Design debug_streamer, sky130hd; sources not shown.
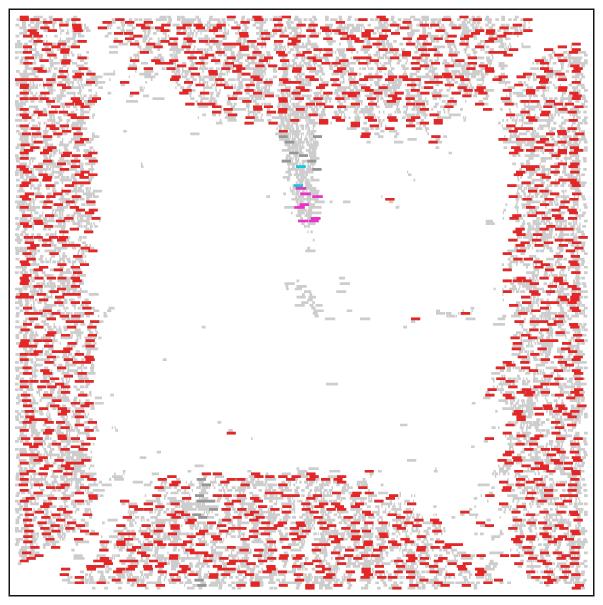
(images/registers.png)
(1 px per um)
Red stands for shadow, flops 1472, where spread over the die. Magenta stands for idx, flops 8. Cyan stands for state, flops 2.
Seq. pwr: 38.3 mW
sequential share of cell area: 0.364
Post-Route Utilization: 0.314
Seq. cell area: 37600 sq um

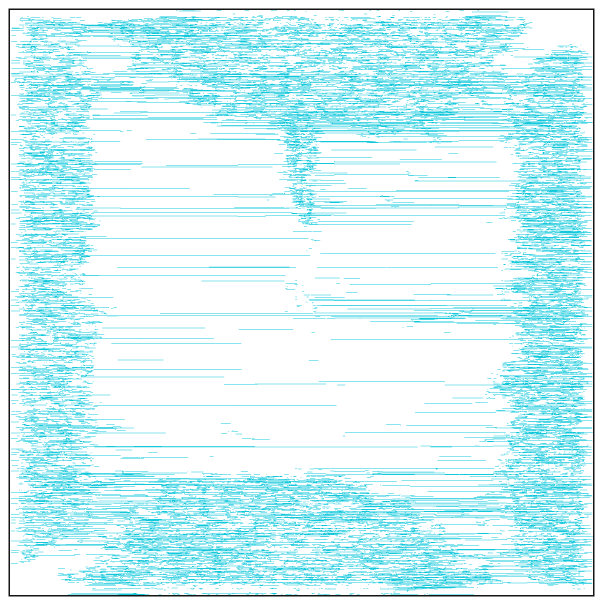
(images/met1.png)
(1 px per um)
The layer holds 40% of the routed length. The wires run mostly horizontal. 8922 nets have wire on it. The longest straight run is 345 um. The layer carries 136 mm of wire.
met1 usage: 0.232
WL final: 340000 um
vias: 59400

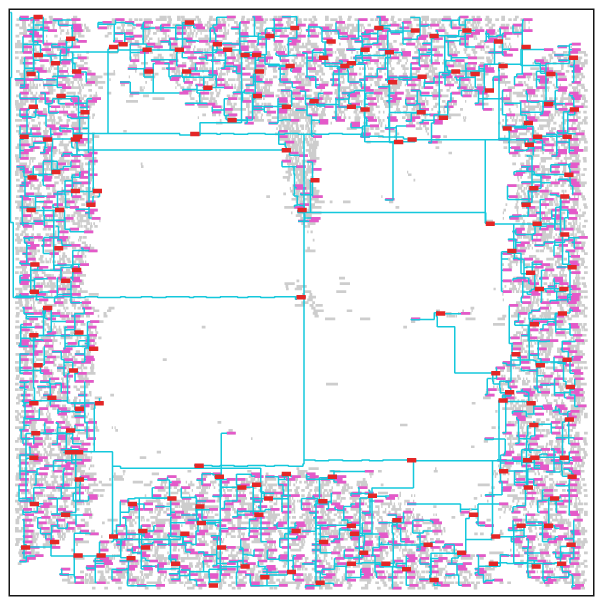
(images/clock_map.png)
(1 px per um)
Cyan stands for clock wires, length 23.7 mm. Magenta stands for flip-flops, count 1500. Red stands for cells driving clock nets, count 184.
Position of the flops: spread over the die.
Clock Latency Late Sink: 0.89 ns
P_clk: 25.0 mW
Final Skew: 0.0739 ns
Clock power frac: 0.215

==> flow_summary.ini <==
; synthesis and place-and-route metrics
[status]
status = finished, violations left
violations = negative setup slack

[routing]
wl_per_cell_um = 26.5
drcViolationCount = 0
first_pass_iters = 6

[place]
postPlaceCellArea_sq_um = 91000
port_buffers = 1495

[setup_path]
crit_type = flop to primary output
cpMostUsedCell = nand2_2
start_kind = flop
cp_top_family = AND-OR/OR-AND gates
ff2ff_setup_slack_ns = -2.03
crit_slowest_cell = o211ai_1
required_ns = 2.24
worst-path-stages = 14

[final_timing]
relSlewSlack = 0.370
timing.final.ws_setup_ns = -2.09
hold_violations = 0
fin_hold_ws_ns = 0.173
worst_slew_pin_slew_ns = 0.946
setup_viol_count_final = 323

[synthesis]
yosysSeqAreaShare = 0.532
netlist_instances = 6700
ys_chip_area_sq_um = 70600
ys.flops = 1500

[floorplanning]
core_sq_um = 329000
num_rows = 211
die_h_um = 585

[clock_tree]
clkTransAtPathRegs_ns = 0.06
clk_path_buf_depth = 4

[global_route]
use_met2 = 0.315
grt_max_degree = 139
grt_usage = 0.191

[cells_and_area]
syn_to_final_growth_pct = 45.9
design_area_sq_um = 103000
nFillCells = 33400

[job]
cap_violations = 0
## power by group
| group | switching [mW] | internal (mW) |
|---|---|---|
| Combinational | 27.4 | 25.3 |
| Clock | 10.1 | 14.9 |
| Sequential | 5.54 | 32.8 |
## per-layer routing
metal | routed length [um] | vias to the layer above
li1 | - | 26200
met1 | 136000 | 30100
met2 | 161000 | 2248
met3 | 26000 | 693
met4 | 16000 | 126
met5 | 802 | -
## cells by family (layout without fill, tap and decap cells)
family,count (synthesis),after routing,share of synthesized area
compound gates,812,812,0.0646
xor+xnor,9,9,0.00112
fa+ha+maj,14,14,0.00259
buf+inv,621,2280,0.0427
flops,1500,1500,0.532
mux,1384,1384,0.221
other cells,0,110,0
simple gates,2360,2361,0.137
## what timing repair did
action | in CTS | in global routing
resized | 269 | 55
buffers inserted | 104 | 20
gates cloned | 105 | 5
pin swaps | 50 | 31
endpoints found under the setup margin | 1201 | 195
endpoints found under the hold margin | 129 | 129
## worst register-to-register path: cells and delay by family, from the launching register on
family	cells	cell delay, ns
flip-flops	1	0.52
AND-OR/OR-AND	2	0.45
AND/OR/NAND/NOR	12	0.99
buffers and inverters	21	2.69
## metrics by stage
stage | setup TNS [ns] | setup WS [ns]
after floorplan | - | -33.46
after global placement | - | -74.70
after detailed placement | -1483.64 | -3.78
after CTS | -28.96 | -2.29
after global routing | -217.14 | -2.38
final | -81.77 | -2.09
## Yosys cell counts, drive strengths merged
master | instances | area [sq um]
nand3 | 613 | 3070
inv | 126 | 475
a211oi | 1 | 7.51
a31oi | 3 | 18.8
xnor2 | 2 | 17.5
o221ai | 30 | 263
nor3b | 3 | 22.5
o41ai | 1 | 8.76
clkbuf | 101 | 379
nor2 | 810 | 3040
a21oi | 176 | 881
nor4 | 1 | 12.5
a22o | 1 | 8.76
mux2 | 1384 | 15600
a21o | 1 | 7.51
fa | 1 | 20.0
o21ai | 448 | 2250
dfrtp | 1500 | 37500
ha | 13 | 163
clkinv | 2 | 7.51
o21bai | 1 | 7.51
xor2 | 7 | 61.3
nand2 | 923 | 3460
o22ai | 13 | 81.3
buf | 392 | 2150
o211ai | 121 | 908
nor3 | 8 | 40.0
a221oi | 1 | 8.76
nand4 | 1 | 6.26
o31ai | 15 | 113
and3 | 1 | 6.26
## final cells by class
class | count | share of cell area
diodes | 110 | 0.00267
clock buffers | 274 | 0.0527
clock inverters | 57 | 0.00824
inverters | 128 | 0.00552
multi-input cells | 4580 | 0.300
flip-flops and latches | 1500 | 0.364
well taps | 4366 | 0.0530
repair buffers | 1817 | 0.213
repair inverters | 4 | 0.000340
Power figures rest on the tool's default switching activity, not on a simulated workload.
